==> config.mk <==
export PLATFORM = sky130hd
export DESIGN_NAME = sar_result_buffer
export DESIGN_NICKNAME = d
export VERILOG_FILES = /design/src/rtl/sar_pkg.sv /design/src/rtl/sar_sync_fifo.sv /design/src/rtl/sar_result_buffer.sv
export SDC_FILE = /design/constraint.sdc
export NUM_CORES = 1
export LEC_CHECK = 0
export CAP_MARGIN = 0
export CORE_ASPECT_RATIO = 0.7
export CORE_MARGIN = 2
export CORE_UTILIZATION = 35
export DETAILED_ROUTE_END_ITERATION = 6
export PLACE_DENSITY_LB_ADDON = 0.15
export SETUP_SLACK_MARGIN = 0.3
export SLEW_MARGIN = 20
export SYNTH_ARGS = -nofsm -noshare
export SYNTH_HDL_FRONTEND = slang
export SYNTH_SLANG_ARGS = --single-unit
export TNS_END_PERCENT = 10
==> constraint.sdc <==
create_clock -name clk -period 4.3 [get_ports clk]
set_input_delay 0.86 -clock clk [delete_from_list [all_inputs] [get_ports clk]]
set_output_delay 0.86 -clock clk [all_outputs]
set_load 0.05 [all_outputs]
==> src/rtl/sar_pkg.sv <==
// Shared types and width helpers for the SAR result path.
// Holds the code type, the buffer FSM states and the FIFO width functions.
package sar_pkg;

  localparam int SAR_DATA_W = 12;

  typedef logic [SAR_DATA_W-1:0] sar_code_t;

  typedef enum logic {
    DISABLED = 1'b0,
    ACCUM    = 1'b1
  } sar_buf_state_t;

  // Pointer width for a power-of-two FIFO; a one-entry FIFO still needs one bit.
  function automatic int sar_ptr_w(input int depth);
    return (depth > 1) ? $clog2(depth) : 1;
  endfunction

  // The level counts 0..depth inclusive, so it needs one bit more than the pointer.
  function automatic int sar_lvl_w(input int depth);
    return $clog2(depth) + 1;
  endfunction

endpackage

==> src/rtl/sar_sync_fifo.sv <==
// Show-ahead synchronous FIFO. Occupancy comes from a registered count, not from
// comparing pointers. A push while full is accepted only if a pop happens in the same cycle.
module sar_sync_fifo
  import sar_pkg::*;
#(
  parameter int W     = SAR_DATA_W,
  parameter int DEPTH = 8,
  localparam int PTR_W = sar_ptr_w(DEPTH),
  localparam int LVL_W = sar_lvl_w(DEPTH)
) (
  input  logic             clk,
  input  logic             reset,
  input  logic             push,
  input  logic             pop,
  input  logic [W-1:0]     wdata,
  output logic [W-1:0]     rdata,
  output logic             full,
  output logic             empty,
  output logic [LVL_W-1:0] level
);

  logic [W-1:0]     mem [DEPTH];
  logic [PTR_W-1:0] wr_ptr;
  logic [PTR_W-1:0] rd_ptr;
  logic [LVL_W-1:0] count;
  logic             do_push;
  logic             do_pop;

  assign empty   = (count == '0);
  assign full    = (count == LVL_W'(DEPTH));
  assign do_pop  = pop & ~empty;
  assign do_push = push & (~full | do_pop);

  always_ff @(posedge clk or negedge reset) begin
    if (!reset) begin
      wr_ptr <= '0;
      rd_ptr <= '0;
      count  <= '0;
    end else begin
      if (do_push) wr_ptr <= wr_ptr + PTR_W'(1);
      if (do_pop)  rd_ptr <= rd_ptr + PTR_W'(1);
      case ({do_push, do_pop})
        2'b10:   count <= count + LVL_W'(1);
        2'b01:   count <= count - LVL_W'(1);
        default: count <= count;
      endcase
    end
  end

  // The storage array is not reset. Stale contents are never observable
  // because the output is forced to zero while the FIFO is empty.
  always_ff @(posedge clk) begin
    if (do_push) mem[wr_ptr] <= wdata;
  end

  assign rdata = empty ? '0 : mem[rd_ptr];
  assign level = count;

endmodule

==> src/rtl/sar_result_buffer.sv <==
// Captures SAR conversion codes on conv_done rising edges, averages 2^AVG_LOG2 codes per result
// and queues the results for a valid/ready consumer. Build option SAR_DROP_CNT_EN adds drop_cnt.
module sar_result_buffer
  import sar_pkg::*;
#(
  parameter int DATA_W     = SAR_DATA_W,
  parameter int AVG_LOG2   = 2,
  parameter int FIFO_DEPTH = 8,
  localparam int LVL_W     = sar_lvl_w(FIFO_DEPTH)
) (
  input  logic               clk,
  input  logic               reset,
  input  logic [DATA_W-1:0]  bitout,
  input  logic               conv_done,
  input  logic               enable,
  output logic [DATA_W-1:0]  m_data,
  output logic               m_valid,
  input  logic               m_ready,
  output logic [LVL_W-1:0]   fifo_level,
  output logic               overflow,
  input  logic               clear_ovf,
`ifdef SAR_DROP_CNT_EN
  output logic [7:0]         drop_cnt,
`endif
  output sar_buf_state_t     state_dbg
);

  localparam int ACC_W = DATA_W + AVG_LOG2;
  localparam int CNT_W = (AVG_LOG2 > 0) ? AVG_LOG2 : 1;
  localparam logic [CNT_W-1:0] CNT_LAST = CNT_W'((1 << AVG_LOG2) - 1);

  sar_buf_state_t    state_q;
  sar_buf_state_t    state_d;
  logic [ACC_W-1:0]  acc_q;
  logic [ACC_W-1:0]  acc_d;
  logic [ACC_W-1:0]  acc_sum;
  logic [CNT_W-1:0]  cnt_q;
  logic [CNT_W-1:0]  cnt_d;
  logic              conv_d_q;
  logic              sample_evt;
  logic              push;
  logic              pop;
  logic              drop;
  logic              full;
  logic              empty;
  logic [DATA_W-1:0] result;

  // A conversion counts once, on the first cycle that conv_done is high.
  assign sample_evt = conv_done & ~conv_d_q;
  assign acc_sum    = acc_q + ACC_W'(bitout);
  assign result     = DATA_W'(acc_sum >> AVG_LOG2);

  always_ff @(posedge clk or negedge reset) begin
    if (!reset) begin
      state_q  <= DISABLED;
      acc_q    <= '0;
      cnt_q    <= '0;
      conv_d_q <= 1'b0;
    end else begin
      state_q  <= state_d;
      acc_q    <= acc_d;
      cnt_q    <= cnt_d;
      conv_d_q <= conv_done;
    end
  end

  always_comb begin
    state_d = state_q;
    acc_d   = acc_q;
    cnt_d   = cnt_q;
    push    = 1'b0;
    case (state_q)
      DISABLED: begin
        acc_d = '0;
        cnt_d = '0;
        if (enable) state_d = ACCUM;
      end
      ACCUM: begin
        if (!enable) begin
          state_d = DISABLED;
          acc_d   = '0;
          cnt_d   = '0;
        end else if (sample_evt) begin
          if (cnt_q == CNT_LAST) begin
            push  = 1'b1;
            acc_d = '0;
            cnt_d = '0;
          end else begin
            acc_d = acc_sum;
            cnt_d = cnt_q + CNT_W'(1);
          end
        end
      end
      default: state_d = DISABLED;
    endcase
  end

  // Stream handshake: m_data is valid whenever m_valid=1 and is held stable until
  // accepted. A transfer occurs on a clk edge with m_valid & m_ready, and the next entry
  // appears on the following cycle. m_valid never depends on m_ready.
  assign pop  = m_valid & m_ready;
  assign drop = push & full & ~pop;

  sar_sync_fifo #(
    .W     (DATA_W),
    .DEPTH (FIFO_DEPTH)
  ) u_fifo (
    .clk   (clk),
    .reset (reset),
    .push  (push),
    .pop   (pop),
    .wdata (result),
    .rdata (m_data),
    .full  (full),
    .empty (empty),
    .level (fifo_level)
  );

  assign m_valid   = ~empty;
  assign state_dbg = state_q;

  // A drop in the same cycle as clear_ovf leaves the flag set.
  always_ff @(posedge clk or negedge reset) begin
    if (!reset)         overflow <= 1'b0;
    else if (drop)      overflow <= 1'b1;
    else if (clear_ovf) overflow <= 1'b0;
  end

`ifdef SAR_DROP_CNT_EN
  always_ff @(posedge clk or negedge reset) begin
    if (!reset)                          drop_cnt <= 8'd0;
    else if (clear_ovf)                  drop_cnt <= drop ? 8'd1 : 8'd0;
    else if (drop && drop_cnt != 8'hFF)  drop_cnt <= drop_cnt + 8'd1;
  end
`endif

endmodule

==> out/summary.txt <==
Most frequent cells in the layout -> edfxtp_1 (96), clkdlybuf4s50_1 (36), nor2_1 (30)
Chip area -> 17100 sq um
Placed insts -> 603
Vias -> 3222
YS warnings -> 0
R2R depth -> 6
VDD IR max -> 527 uV
Total track usage -> 15.1%
Post-cts sizing count -> 0
XORs/XNORs by Area -> 2.80%
WL final -> 11900 um
Crit-path cells -> buf_4 > mux4_2 > mux2i_1 > nor2_1 > clkdlybuf4s50_1
Dominant register cell -> edfxtp_1
Synth async-reset ratio -> 23.2%
Initial antenna violation count -> 0
Clock power share -> 34.8%
Htree depth -> 4
Run status -> finished, final reports clean
Slew headroom -> 46.6%
Die W -> 156 um
Fraction of layout cells with a size suffix above 1 -> 19.5%
Global-route wire length before repair -> 18900 um
Critical Path Sink Type -> output pin
HP Class -> reg -> reg
Clock Latency Late Sink -> 0.41 ns
Simple Share, Synth -> 7.19%
synthesized netlist by cell type (2+ instances only):
master / count / share of area [%]
xor2_1: 8 / 1.2
or2_2: 2 / 0.22
o211ai_1: 4 / 0.53
a21oi_1: 10 / 0.89
a22o_1: 9 / 1.4
mux4_2: 24 / 9.6
o21ai_0: 7 / 0.62
inv_1: 13 / 0.87
and3_1: 2 / 0.22
dfrtp_1: 29 / 13
clkbuf_1: 10 / 0.67
fa_1: 2 / 0.71
xnor2_1: 10 / 1.6
nand2_1: 23 / 1.5
o2bb2ai_1: 2 / 0.31
mux2i_1: 14 / 2.5
a221o_1: 2 / 0.36
buf_2: 5 / 0.44
nor2_1: 30 / 2.0
nand3_1: 5 / 0.44
nor3_1: 8 / 0.71
nor2b_1: 2 / 0.22
a21o_1: 3 / 0.40
ha_1: 17 / 3.8
a41oi_1: 2 / 0.31
edfxtp_1: 96 / 51
nand2b_1: 4 / 0.44
registers in the layout, summed over array words and instances, names as in the netlist:
register,flops
u_fifo.mem,96
acc_q,14
u_fifo.level,4
u_fifo.rd_ptr,3
u_fifo.wr_ptr,3
cnt_q,2
conv_d_q,1
overflow,1
state_dbg,1
logic make-up after synthesis:
kind of cell | count (synthesis)
multiplexers | 40
XOR/XNOR | 18
adder cells (fa/ha/maj) | 19
buffers and inverters | 29
flip-flops | 125
AND/OR/NAND/NOR | 85
AND-OR/OR-AND | 50
metal layers:
layer  wire length (um)  part of all wire [%]
met4                 80                  0.67
met5                  0                     0
met3                393                   3.3
met2               5230                    44
met1               6160                    52
cell type report:
type	count	area, sq um
Tap cell	200	250
Timing Repair Buffer	53	500
Clock buffer	18	429
Sequential cell	125	3610
Clock inverter	14	195
Fill cell	1384	8630
Inverter	13	48.8
Multi-Input combinational cell	212	1930
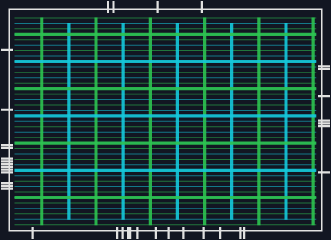
*PDN straps and rails*
Scale: 2 px per um. Pins as bars on the die edge.
color	net
green	VSS
cyan	VDD
rows	38
met4 straps	11
met5 straps	7

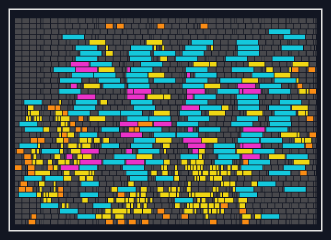
*Cells colored by class*
Scale: 2 px per um. Fill, decap, tap and diode cells in gray.
color	class	cells
yellow	all other logic	225
orange	other buffers and delay cells	53
cyan	flip-flops	125
magenta	clock drivers and dummy loads	32

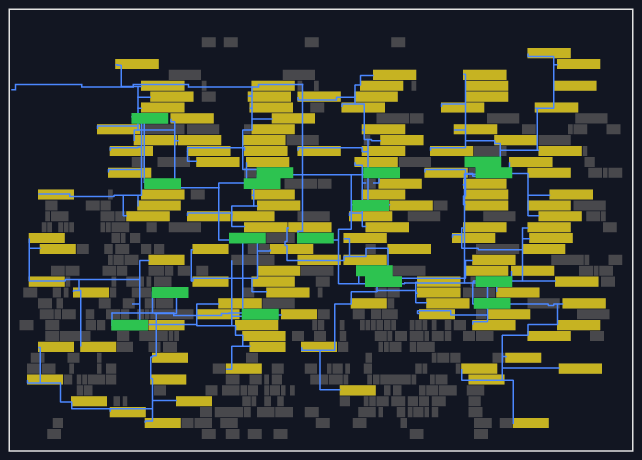
*Routed clock nets over the placement*
Scale: 4 px per um.
[blue] clock wires | length: 1550 um
[yellow] flip-flops | count: 125
[green] cells driving clock nets | count: 17
routed clock nets	18

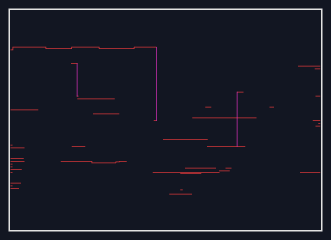
*Metal layers overlaid*
Scale: 2 px per um. Only two layers are drawn.
color	layer	wire length
magenta	met4	80.2 um
red	met3	393 um

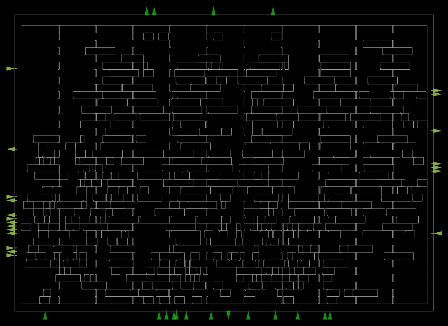
*Placement view*
core area: 15600 sq um
num rows: 38
Layout Utilization: 44.6%
Seq area share: 51.8%
Finished Layout Cells: 635

No activity file was given, so power comes from the tool's default toggle rates.
